Sequential cells grouped by signal name:
Scale bar: 20 microns. Other sequential cells in the stronger grey, the rest of the logic in the fainter grey.
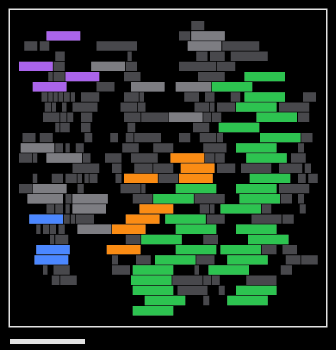
Layout detail:
Window x 48 to 78, y 6 to 36 microns. Cells in grey, sequential cells in the stronger grey; small squares are vias.
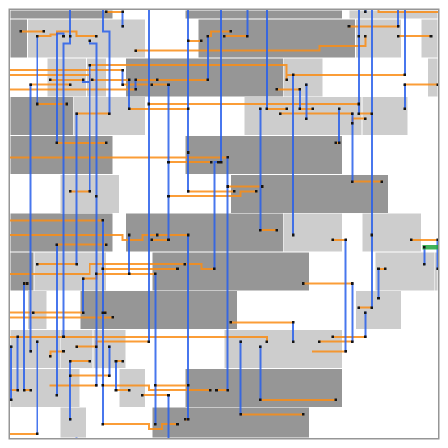
Clock distribution:
Scale bar: 20 microns.
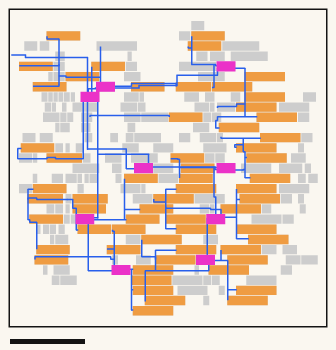
$ cat src/rtl/uart_rx_pkg.sv
// Shared types and helpers for the UART receive monitor.
//   rx_state_e : receiver FSM states
//   HALF_BIT   : half-bit offset for the default bit period
//   cnt_width  : bit width of a down-counter that must hold n-1
//   half_bit   : half-bit offset for an arbitrary bit period
package uart_rx_pkg;

  typedef enum logic [1:0] {
    IDLE,
    START,
    DATA,
    STOP
  } rx_state_e;

  localparam int unsigned DEF_CLKS_PER_BIT = 16;
  localparam int unsigned HALF_BIT         = DEF_CLKS_PER_BIT / 2;

  function automatic int unsigned cnt_width(input int unsigned n);
    return (n <= 2) ? 1 : $clog2(n);
  endfunction

  function automatic int unsigned half_bit(input int unsigned cpb);
    return cpb / 2;
  endfunction

endpackage

$ cat src/rtl/uart_rx_fifo.sv
// First-word-fall-through synchronous FIFO for received bytes.
//   clk_i    : clock, rising edge
//   rst_ni   : asynchronous active-low reset
//   push_i   : write wdata_i (accepted when not full, or full with a pop)
//   wdata_i  : write data
//   pop_i    : remove the head entry (ignored when empty)
//   rdata_o  : head entry, '0 while empty
//   full_o   : all DEPTH entries occupied
//   empty_o  : no entries
module uart_rx_fifo #(
  parameter int unsigned DEPTH = 4,
  parameter int unsigned WIDTH = 8
) (
  input  logic             clk_i,
  input  logic             rst_ni,
  input  logic             push_i,
  input  logic [WIDTH-1:0] wdata_i,
  input  logic             pop_i,
  output logic [WIDTH-1:0] rdata_o,
  output logic             full_o,
  output logic             empty_o
);

  localparam int unsigned AW = (DEPTH <= 2) ? 1 : $clog2(DEPTH);

  // One extra pointer bit separates full from empty when the indices match.
  logic [AW:0]      wptr_q, wptr_d;
  logic [AW:0]      rptr_q, rptr_d;
  logic [WIDTH-1:0] mem_q [DEPTH];
  logic             do_push;
  logic             do_pop;

  always_comb begin
    empty_o = (wptr_q == rptr_q);
    full_o  = (wptr_q[AW] != rptr_q[AW]) && (wptr_q[AW-1:0] == rptr_q[AW-1:0]);
    do_pop  = pop_i && !empty_o;
    // When full, a same-cycle pop frees the slot being written.
    do_push = push_i && (!full_o || do_pop);
    wptr_d  = do_push ? wptr_q + (AW+1)'(1) : wptr_q;
    rptr_d  = do_pop  ? rptr_q + (AW+1)'(1) : rptr_q;
    rdata_o = empty_o ? '0 : mem_q[rptr_q[AW-1:0]];
  end

  always_ff @(posedge clk_i or negedge rst_ni) begin
    if (!rst_ni) begin
      wptr_q <= '0;
      rptr_q <= '0;
    end else begin
      wptr_q <= wptr_d;
      rptr_q <= rptr_d;
    end
  end

  always_ff @(posedge clk_i) begin
    if (do_push) begin
      mem_q[wptr_q[AW-1:0]] <= wdata_i;
    end
  end

endmodule

$ cat src/rtl/uart_rx_monitor.sv
// 8N1 UART receiver with a byte FIFO and sticky error flags.
//   clk       : clock, rising edge
//   rstn      : asynchronous active-low reset
//   rx        : serial line, idle high
//   rx_data   : FIFO head byte (first-word-fall-through)
//   rx_valid  : FIFO not empty
//   rx_ready  : consumer accepts rx_data when rx_valid is high
//   frame_err : sticky, a stop bit was sampled low
//   overrun   : sticky, a byte was dropped on a full FIFO
//   clear_err : synchronous clear of both flags (wins over a same-cycle set)
module uart_rx_monitor
  import uart_rx_pkg::*;
#(
  parameter int unsigned CLKS_PER_BIT = DEF_CLKS_PER_BIT,
  parameter int unsigned FIFO_DEPTH   = 4
) (
  input  logic       clk,
  input  logic       rstn,
  input  logic       rx,
  output logic [7:0] rx_data,
  output logic       rx_valid,
  input  logic       rx_ready,
  output logic       frame_err,
  output logic       overrun,
  input  logic       clear_err
);

  localparam int unsigned   CW       = cnt_width(CLKS_PER_BIT);
  localparam logic [CW-1:0] CNT_FULL = CW'(CLKS_PER_BIT - 1);
  localparam logic [CW-1:0] CNT_HALF = CW'(half_bit(CLKS_PER_BIT) - 1);

  logic          sync1_q;
  logic          rs_q;
  logic          rs_dly_q;
  rx_state_e     state_q, state_d;
  logic [CW-1:0] cnt_q, cnt_d;
  logic [2:0]    bit_idx_q, bit_idx_d;
  logic [7:0]    shift_q, shift_d;
  logic          frame_err_q, frame_err_d;
  logic          overrun_q, overrun_d;
  logic          tick;
  logic          push;
  logic          frame_set;
  logic          pop;
  logic          fifo_full;
  logic          fifo_empty;

  always_ff @(posedge clk or negedge rstn) begin
    if (!rstn) begin
      sync1_q  <= 1'b1;
      rs_q     <= 1'b1;
      rs_dly_q <= 1'b1;
    end else begin
      sync1_q  <= rx;
      rs_q     <= sync1_q;
      rs_dly_q <= rs_q;
    end
  end

  always_comb begin
    state_d   = state_q;
    cnt_d     = cnt_q;
    bit_idx_d = bit_idx_q;
    shift_d   = shift_q;
    push      = 1'b0;
    frame_set = 1'b0;
    tick      = (cnt_q == '0);
    unique case (state_q)
      IDLE: begin
        // Edge-triggered, so a line stuck low starts at most one frame.
        if (rs_dly_q && !rs_q) begin
          cnt_d   = CNT_HALF;
          state_d = START;
        end
      end
      START: begin
        if (tick) begin
          cnt_d = CNT_FULL;
          if (rs_q) begin
            state_d = IDLE;
          end else begin
            bit_idx_d = '0;
            state_d   = DATA;
          end
        end else begin
          cnt_d = cnt_q - CW'(1);
        end
      end
      DATA: begin
        if (tick) begin
          cnt_d     = CNT_FULL;
          shift_d   = {rs_q, shift_q[7:1]};
          bit_idx_d = bit_idx_q + 3'd1;
          if (bit_idx_q == 3'd7) begin
            state_d = STOP;
          end
        end else begin
          cnt_d = cnt_q - CW'(1);
        end
      end
      STOP: begin
        if (tick) begin
          cnt_d   = CNT_FULL;
          state_d = IDLE;
          if (rs_q) begin
            push = 1'b1;
          end else begin
            frame_set = 1'b1;
          end
        end else begin
          cnt_d = cnt_q - CW'(1);
        end
      end
      default: state_d = IDLE;
    endcase
  end

  always_ff @(posedge clk or negedge rstn) begin
    if (!rstn) begin
      state_q   <= IDLE;
      cnt_q     <= '0;
      bit_idx_q <= '0;
      shift_q   <= '0;
    end else begin
      state_q   <= state_d;
      cnt_q     <= cnt_d;
      bit_idx_q <= bit_idx_d;
      shift_q   <= shift_d;
    end
  end

  assign pop = rx_valid && rx_ready;

  uart_rx_fifo #(
    .DEPTH(FIFO_DEPTH),
    .WIDTH(8)
  ) u_fifo (
    .clk_i  (clk),
    .rst_ni (rstn),
    .push_i (push),
    .wdata_i(shift_q),
    .pop_i  (pop),
    .rdata_o(rx_data),
    .full_o (fifo_full),
    .empty_o(fifo_empty)
  );

  assign rx_valid = !fifo_empty;

  always_comb begin
    frame_err_d = frame_err_q;
    overrun_d   = overrun_q;
    if (clear_err) begin
      frame_err_d = 1'b0;
      overrun_d   = 1'b0;
    end else begin
      if (frame_set) begin
        frame_err_d = 1'b1;
      end
      if (push && fifo_full && !pop) begin
        overrun_d = 1'b1;
      end
    end
  end

  always_ff @(posedge clk or negedge rstn) begin
    if (!rstn) begin
      frame_err_q <= 1'b0;
      overrun_q   <= 1'b0;
    end else begin
      frame_err_q <= frame_err_d;
      overrun_q   <= overrun_d;
    end
  end

  assign frame_err = frame_err_q;
  assign overrun   = overrun_q;

endmodule

$ cat config.mk
export PLATFORM = sky130hd
export DESIGN_NAME = uart_rx_monitor
export DESIGN_NICKNAME = d
export VERILOG_FILES = /design/src/rtl/uart_rx_pkg.sv /design/src/rtl/uart_rx_fifo.sv /design/src/rtl/uart_rx_monitor.sv
export SDC_FILE = /design/constraint.sdc
export NUM_CORES = 1
export LEC_CHECK = 0
export CORE_MARGIN = 2
export CORE_UTILIZATION = 40
export CTS_BUF_LIST = sky130_fd_sc_hd__clkbuf_8
export DETAILED_ROUTE_END_ITERATION = 8
export GPL_ROUTABILITY_DRIVEN = 0
export MAX_ROUTING_LAYER = met4
export SYNTH_ARGS = -nofsm -noshare
export SYNTH_HDL_FRONTEND = slang
export SYNTH_SLANG_ARGS = --single-unit
$ cat constraint.sdc
create_clock -name clk -period 2.4 [get_ports clk]
set_input_delay 0.6 -clock clk [delete_from_list [all_inputs] [get_ports clk]]
set_output_delay 0.6 -clock clk [all_outputs]
set_load 0.005 [all_outputs]
==> flow_summary.json <==
{
  "cts_hold_buf": 0,
  "yosys_warnings": 0,
  "critPathLaunchType": "flip-flop",
  "hold_depth": 0,
  "post-route-util_pct": 51.9,
  "die_w_microns": 84.4,
  "clkbuf_count": 10,
  "dpl_cell_area_sq_um": 2910,
  "ctsLongestPathBuffers": 2,
  "design_area_sq_um": 3270,
  "endpoint_kind": "output port",
  "htreeDepth": 3,
  "clock.fmax_ghz": 0.426,
  "wl_per_cell_microns": 16.6,
  "p_total_uw": 3530,
  "cts_resized": 30,
  "buffer_area_share_pct": 10.8,
  "cellLeakagePower_uw": 0.00133,
  "tapCellCount": 77,
  "drtIter0Drc": 59,
  "grt_pass1_vias": 1535,
  "cts-buffers-inserted": 9,
  "finalSetupTns_ns": 0,
  "worstReg2RegEnd": "u_fifo.mem_q[2][1]",
  "postSynthSeqShare_pct": 64.4,
  "comb.multi_input.count": 94,
  "top_cell_area_share_pct": 37.1,
  "die_y_microns": 84.4,
  "sh_comb_area_pct": 28.7,
  "ys_cells": 165,
  "grt_pass1_wl_microns": 7890,
  "hp-start": "sync1_q",
  "flops": 60,
  "path_buffers": 3,
  "reg2reg_from": "u_fifo.rptr_q[2]",
  "flop_cell": "edfxtp_1",
  "cts_root_buf": "clkbuf_8",
  "synthTopCellsByArea": "edfxtp_1 37%, dfrtp_1 24%, mux4_1 4.1%",
  "gr-total-overflow": 0,
  "cts_tree": "built",
  "logic_family": "multiplexers",
  "fin_crit_ns": 2.35,
  "mostFrequentLayoutCells": "32 x edfxtp_1, 24 x dfrtp_1, 11 x buf_4, 10 x nor2_1, 10 x clkbuf_8",
  "drt-total-wl_microns": 4800,
  "io_buffers": 15,
  "chipArea_sq_um": 7130,
  "clkSlewWorstSetupHoldPaths_ns": 0.06,
  "syn-cell-area_sq_um": 2590,
  "antenna_found_initial": 0,
  "fin_ws_ns": 0.0521,
  "viasPerCell": 5.09,
  "numSynthFlops": 60,
  "maxSlewViolCount": 0,
  "vias": 1471,
  "io-pin-count": 16,
  "status": "completed",
  "slowest_stage": "mux4_2",
  "sh_seq_area_pct": 50.9,
  "drive_gt1_share_pct": 36.8,
  "inverters": 6,
  "cp-startpoint": "u_fifo.rptr_q[0]",
  "holdWs_ns": 0.362,
  "dominant_cells": "registers",
  "num_rows": 29,
  "fin_nets": 220,
  "maxCapViolations": 0,
  "firstDrtPassIters": 4,
  "cp.required_ns": 1.80,
  "worst_slew_pin_slew_ns": 0.390,
  "syn_area_per_cell_sq_um": 15.7,
  "powerDensity_nw_per_um2": 1080,
  "regToRegSetupSlack_ns": 0.53,
  "mux_share_pct": 12.6,
  "signal_buffers": 36,
  "grt.total_usage_pct": 15.6,
  "cts_sinks": 60,
  "hold_end": "rs_q",
  "fillers": 534,
  "cp.depth": 5,
  "warning_count": 31,
  "fin_skew_ns": 0.00549,
  "dp_slack_ns": 0.0101,
  "critPathMaxStageDelay_ns": 0.49,
  "finalSetupViolations": 0,
  "hold_viol": 0,
  "ant_nets": 0,
  "top_area_cell": "edfxtp_1",
  "layout_top_cell": "edfxtp_1",
  "synthCells": 165,
  "most_common_cell": "edfxtp_1",
  "final-clk-cell-share_pct": 5.92,
  "critical_path_class": "flip-flop to output port",
  "dp_cells": 260,
  "core-area_sq_um": 6310,
  "peakVddDrop_mv": 0.550,
  "grt_start_max_net_pins": 29,
  "drcViolationCount": 0,
  "critPathCapture": "rx_data[7]",
  "max_slew_margin_pct": 74.0,
  "ys_sh_aoi_pct": 4.45,
  "fin_cells": 289,
  "initial_core_util_pct": 41.0,
  "path_cells": "buf_12 > buf_6 > mux4_2 > and2_4 > clkbuf_2",
  "top_cells_by_count": "32 x edfxtp_1, 25 x dfrtp_1, 11 x and2_1",
  "ys_area_sq_um": 2590,
  "edf_count": 32,
  "rr_worst_depth": 5,
  "diodes": 0,
  "rsz0062_at_grt": "yes",
  "finalCritPeriodShare_pct": 97.8,
  "adder_share_pct": 3.87,
  "synth_nets": 178,
  "clk_latency_ns": 0.33,
  "crit_family": "multiplexers",
  "worst-path-max-fanout": 6,
  "regArea_sq_um": 1670,
  "ys_sh_xor_pct": 2.37
}
-- 'sequential cells grouped by signal name' (at the start) --
blue -> `bit_idx_q`  # sequential cells 3
green -> `u_fifo.mem_q`  # sequential cells 32
purple -> `cnt_q`  # sequential cells 4, where upper left
orange -> `shift_q`  # sequential cells 8, where centre

-- 'layout detail' (at the start) --
orange -> M1
green -> M3
blue -> M2
sequential cells in the window = 11
cells with their middle in the window = 33
most frequent = edfxtp_1 (11), mux4_2 (4), buf_6 (4)
netlist names of flops here include = `u_fifo.mem_q` (11)

-- 'clock distribution' (at the start) --
blue -> clock wires  # length 754 microns
magenta -> clock-net drivers  # count 9
orange -> flip-flops  # count 60
flops lie = widely spread

per-layer routing:
| layer | GRT usage (%) | wire [microns] | vias to the layer above |
|---|---|---|---|
| li1 | - | - | 690 |
| met1 | 17.5 | 2050 | 748 |
| met2 | 25.7 | 2510 | 28 |
| met3 | 4.82 | 184 | 5 |
| met4 | 6.78 | 59 | 0 |
| met5 | - | 0 | - |
state kept, by name, indices dropped and copies added (netlist names), named ones only:
signal         count
u_fifo.mem_q      32
u_fifo.wptr_q      3
rs_dly_q           1
u_fifo.rptr_q      3
bit_idx_q          3
sync1_q            1
rs_q               1
frame_err          1
overrun            1
cnt_q              4
shift_q            8
state_q            1
power breakdown:
part           total, uW  switching (uW)  internal [uW]
combinational       1310             507            800
sequential          1350             164           1180
clock                874             376            498
total               3530            1050           2480
Power figures rest on the tool's default switching activity, not on a simulated workload.
